===== config.mk =====
export PLATFORM = sky130hd
export DESIGN_NAME = srff_bank
export DESIGN_NICKNAME = d
export VERILOG_FILES = /design/src/rtl/srff_bank.sv
export SDC_FILE = /design/constraint.sdc
export NUM_CORES = 1
export LEC_CHECK = 0
export CAP_MARGIN = 10
export CORE_MARGIN = 3
export CORE_UTILIZATION = 33
export DETAILED_ROUTE_END_ITERATION = 10
export PLACE_DENSITY = 0.81
export SETUP_SLACK_MARGIN = 0.5
export SYNTH_ARGS = -nofsm -noshare
export SYNTH_HDL_FRONTEND = slang
export SYNTH_SLANG_ARGS = --single-unit

===== constraint.sdc =====
create_clock -name clk -period 0.9 [get_ports clk]
set_input_delay 0.09 -clock clk [delete_from_list [all_inputs] [get_ports clk]]
set_output_delay 0.09 -clock clk [all_outputs]
set_load 0.03 [all_outputs]

===== src/rtl/srff_bank.sv =====
// srff_bank: a bank of WIDTH independent SR flip-flops with a shared clock.
// The reset is synchronous. Each channel has its own enable.
// When S and R are both asserted, the result is set by CONFLICT_MODE.
// S and R can optionally be edge-triggered.
// The outputs include registered rise/fall pulses and a sticky conflict flag.
module srff_bank #(
  parameter int               WIDTH         = 8,
  parameter int               CONFLICT_MODE = 0,
  parameter int               EDGE_TRIG     = 0,
  parameter logic [WIDTH-1:0] RST_VAL       = {WIDTH{1'b0}}
) (
  input  logic             clk,
  input  logic             rst,
  input  logic [WIDTH-1:0] en,
  input  logic [WIDTH-1:0] s,
  input  logic [WIDTH-1:0] r,
  output logic [WIDTH-1:0] q,
  output logic [WIDTH-1:0] q_n,
  output logic [WIDTH-1:0] q_rise,
  output logic [WIDTH-1:0] q_fall,
  output logic             conflict
);

  logic [WIDTH-1:0] r_q;
  logic [WIDTH-1:0] r_sDly;
  logic [WIDTH-1:0] r_rDly;
  logic [WIDTH-1:0] r_qRise;
  logic [WIDTH-1:0] r_qFall;
  logic             r_conflict;

  logic [WIDTH-1:0] w_es;
  logic [WIDTH-1:0] w_er;
  logic [WIDTH-1:0] w_qNext;
  logic             w_anyConflict;

  // Effective requests and per-channel next state, including the S=R=1 resolution
  always_comb begin
    w_es          = s;
    w_er          = r;
    w_qNext       = r_q;
    w_anyConflict = 1'b0;
    if (EDGE_TRIG != 0) begin
      w_es = s & ~r_sDly;
      w_er = r & ~r_rDly;
    end
    for (int i = 0; i < WIDTH; i++) begin
      if (en[i]) begin
        case ({w_es[i], w_er[i]})
          2'b10: w_qNext[i] = 1'b1;
          2'b01: w_qNext[i] = 1'b0;
          2'b11: begin
            case (CONFLICT_MODE)
              1:       w_qNext[i] = 1'b1;
              2:       w_qNext[i] = 1'b0;
              3:       w_qNext[i] = ~r_q[i];
              default: w_qNext[i] = r_q[i];
            endcase
          end
          default: w_qNext[i] = r_q[i];
        endcase
      end
    end
    w_anyConflict = |(en & w_es & w_er);
  end

  // State, edge-detect history, transition pulses and the sticky conflict flag
  always_ff @(posedge clk) begin
    if (rst) begin
      r_q        <= RST_VAL;
      r_sDly     <= '0;
      r_rDly     <= '0;
      r_qRise    <= '0;
      r_qFall    <= '0;
      r_conflict <= 1'b0;
    end else begin
      r_q        <= w_qNext;
      r_sDly     <= s;
      r_rDly     <= r;
      r_qRise    <= w_qNext & ~r_q;
      r_qFall    <= ~w_qNext & r_q;
      r_conflict <= r_conflict | w_anyConflict;
    end
  end

  assign q        = r_q;
  assign q_n      = ~r_q;
  assign q_rise   = r_qRise;
  assign q_fall   = r_qFall;
  assign conflict = r_conflict;

endmodule

**Power grid**

The bar under the picture is 20 um long. Pins as bars on the die edge. Tap cells in grey.
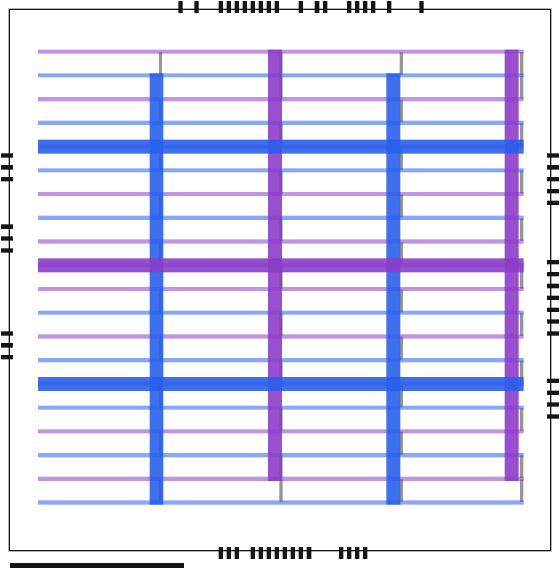
| colour | net |
|---|---|
| blue | VSS |
| purple | VDD |
signal pins: 59
met4 straps: 4
tap cells: 42
met1 rails: 20
rows: 19

**Signal wires by layer**

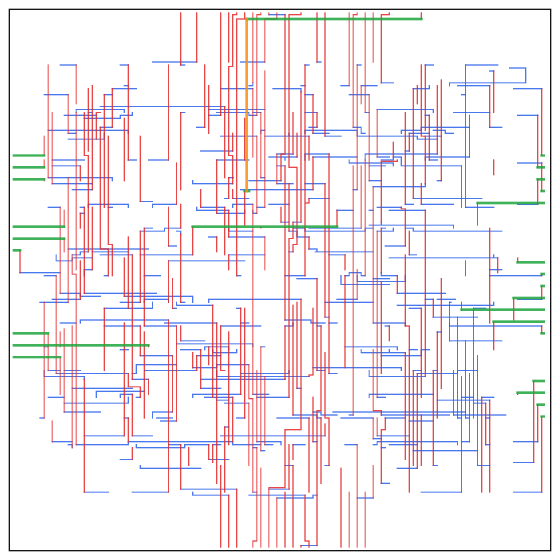
| colour | layer | wire length |
|---|---|---|
| orange | met4 | 19.7 um |
| green | met3 | 121 um |
| blue | met1 | 1120 um |
| red | met2 | 2010 um |
Detailed Route WL: 3280 um
global-route usage over all layers: 17.4%

==> out/qor.csv <==
metric,value,unit
p_leak,0.992,nW
aoi_share,1.21,%
worst_pin_slew,0.197,ns
antenna_cells,0,
critPathLaunch,q[2]$_SDFF_PP0_,
crit-reg2reg-launch,q[1]$_SDFF_PP0_,
fp_util,35.8,%
most-common-layout-cells,"buf_6, dfxtp_4, buf_4",
arrival,0.97,ns
dieArea,3830,um2
drt-pass1-iter-count,4,
gr-usage-met1,17.4,%
worst_hold_slack,0.0798,ns
crit_path_end,q_n[2],
post_drt_wl_per_cell,14.0,um
cts.sinks,25,
fin_crit_sh,118,%
placement.io_buffers,58,
power_density,989,nW/um2
simple_gate_area_share,24.3,%
fin_cells,234,
period_minus_slack,1.06,ns
final_cell_area,2450,um2
crit_chain,"clkinvlp_4, buf_6",
synth_xor_xnor_area_share,0,%
switching_share,30.2,%
top_logic_kind,simple AND/OR/NAND/NOR gates,
synth_flops,25,
die_h,61.9,um
ant_nets,0,
hold_violations,0,
wl_met2,2010,um
slowest_stage,dfxtp_4,
worst-path-buf-inv,2,
min_to,q_fall[7]$_SDFF_PP0_,
mux_area_share,7.77,%
ir_worst_vdd,1200,uV
placed_cell_area,1980,um2
hold_buffers,0,
cts_buffers,3,
setup_tns,-1.64,ns
worstSetupStartpointType,flop,
netlist_area,1030,um2
power,2.43,mW
status,"complete, but fails checks",
place_hpwl,2320,um
max_freq,944,MHz
coreArea,2880,um2
grt_pass1_wl,4880,um
violations,setup timing,
drive_gt1_share,80.2,%
end_kind,primary output,
rsz0062_at_grt,true,
cp_max_fo,4,
cts_max_level,1,
drt-met1-wl,1120,um
slew_violations,0,
dr_wl_met3,120,um
syn_avg_cell_area,10.0,um2
cpLargestDelayFamily,flip-flops,
grt_pass1_vias,1098,
r2r_slack,-0.07,ns
antenna_found_initial,0,
gp_congestion,0.702,
p_comb_share,33.3,%
drt-initial-drc-count,26,
cts-root-buf,clkbuf_4,
use_met2,36.0,%
hp-start,s[7],
synthesis.nets,137,
setup_viol,24,
comb_power,0.809,mW
final_common_cell,buf_6,
netlist_instances,103,
fin_nets,227,
hold_path.class,in -> reg,
finalClockSkew,0.000241,ns
p_sw,0.733,mW
top_area_share,48.5,%
slowest_delay,0.41,ns
worst-path-stages,2,
max_cap_violations,0,
row_count,19,
yosysUniqueCellTypes,16,
die_w,61.9,um
yosys.stat.seqShare,48.5,%
grt_max_degree,14,
area_growth,138,%
max-clock-path-buffers,2,
ys_cells,103,
hold_depth,3,
reg2reg_depth,4,
drc,0,
path_clk_slew,0.13,ns
power_leader,registers,
ys_sh_adder,9.71,%
r2r-end,q_fall[1]$_SDFF_PP0_,
ios,59,
internal_power,1.70,mW
cts_tree,yes,
path_class,reg -> out,
dpl.cell_count,209,
highest_layer,met4,
seqPwrFrac,46.2,%
topCellsByArea,"dfxtp_1, ha_1, mux2i_1",
vias,1073,
vias_per_cell,4.59,
ys_chip_area,1030,um2
relSlewSlack,86.6,%
overflow,0,
setup_ws,-0.159,ns
warnings,29,
pg_seq,1.12,mW
yosysWarnings,0,
grt_most_used_layer,met2,
pre_cts_ws,-0.675,ns
cp.required,0.81,ns
top_area_cell,dfxtp_1,
**Routing congestion map**

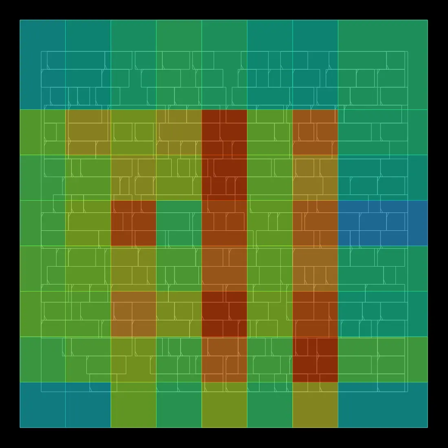
Layout Utilization: 85.3%
M3 GR Usage: 4.13%

**Routed clock nets over the placement**

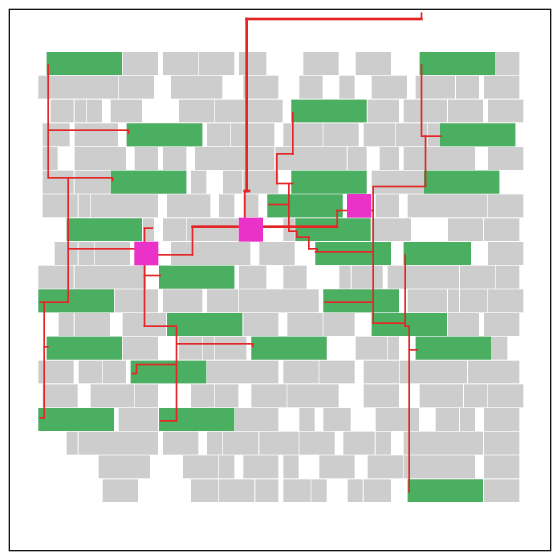
[green] flip-flops | count: 25
[magenta] cells driving clock nets | count: 3
[red] clock wires | length: 299 um
routed clock nets: 4
clock power share: 20.5%
worst skew pair latency: 0.31 ns
Clk power: 0.497 mW

==> what timing repair did <==
| item | CTS | global route |
|---|---|---|
| pin swaps | 13 | 8 |
| endpoints found under the setup margin | 58 | 58 |
| buffers inserted | 15 | 6 |
| cloned | 0 | 0 |
| resized | 113 | 24 |
==> layout make-up <==
type / count / area [um2]
sequential: 25 / 592
multi-input combinational: 59 / 741
tap: 42 / 52.6
fill: 145 / 422
timing repair buffer: 88 / 866
inverter: 16 / 178
clock buffer: 4 / 26.3
==> cells in the mapped netlist <==
cell	number
nand2b_1	8
a31oi_1	2
buf_2	1
and3_1	1
nor3_1	7
and4_1	1
nor2_1	8
nor4_1	4
nor3_2	1
nor4_2	4
mux2i_1	8
inv_1	16
dfxtp_1	25
nand3_1	7
ha_1	8
buf_6	2
Power and IR drop assume default switching activity.
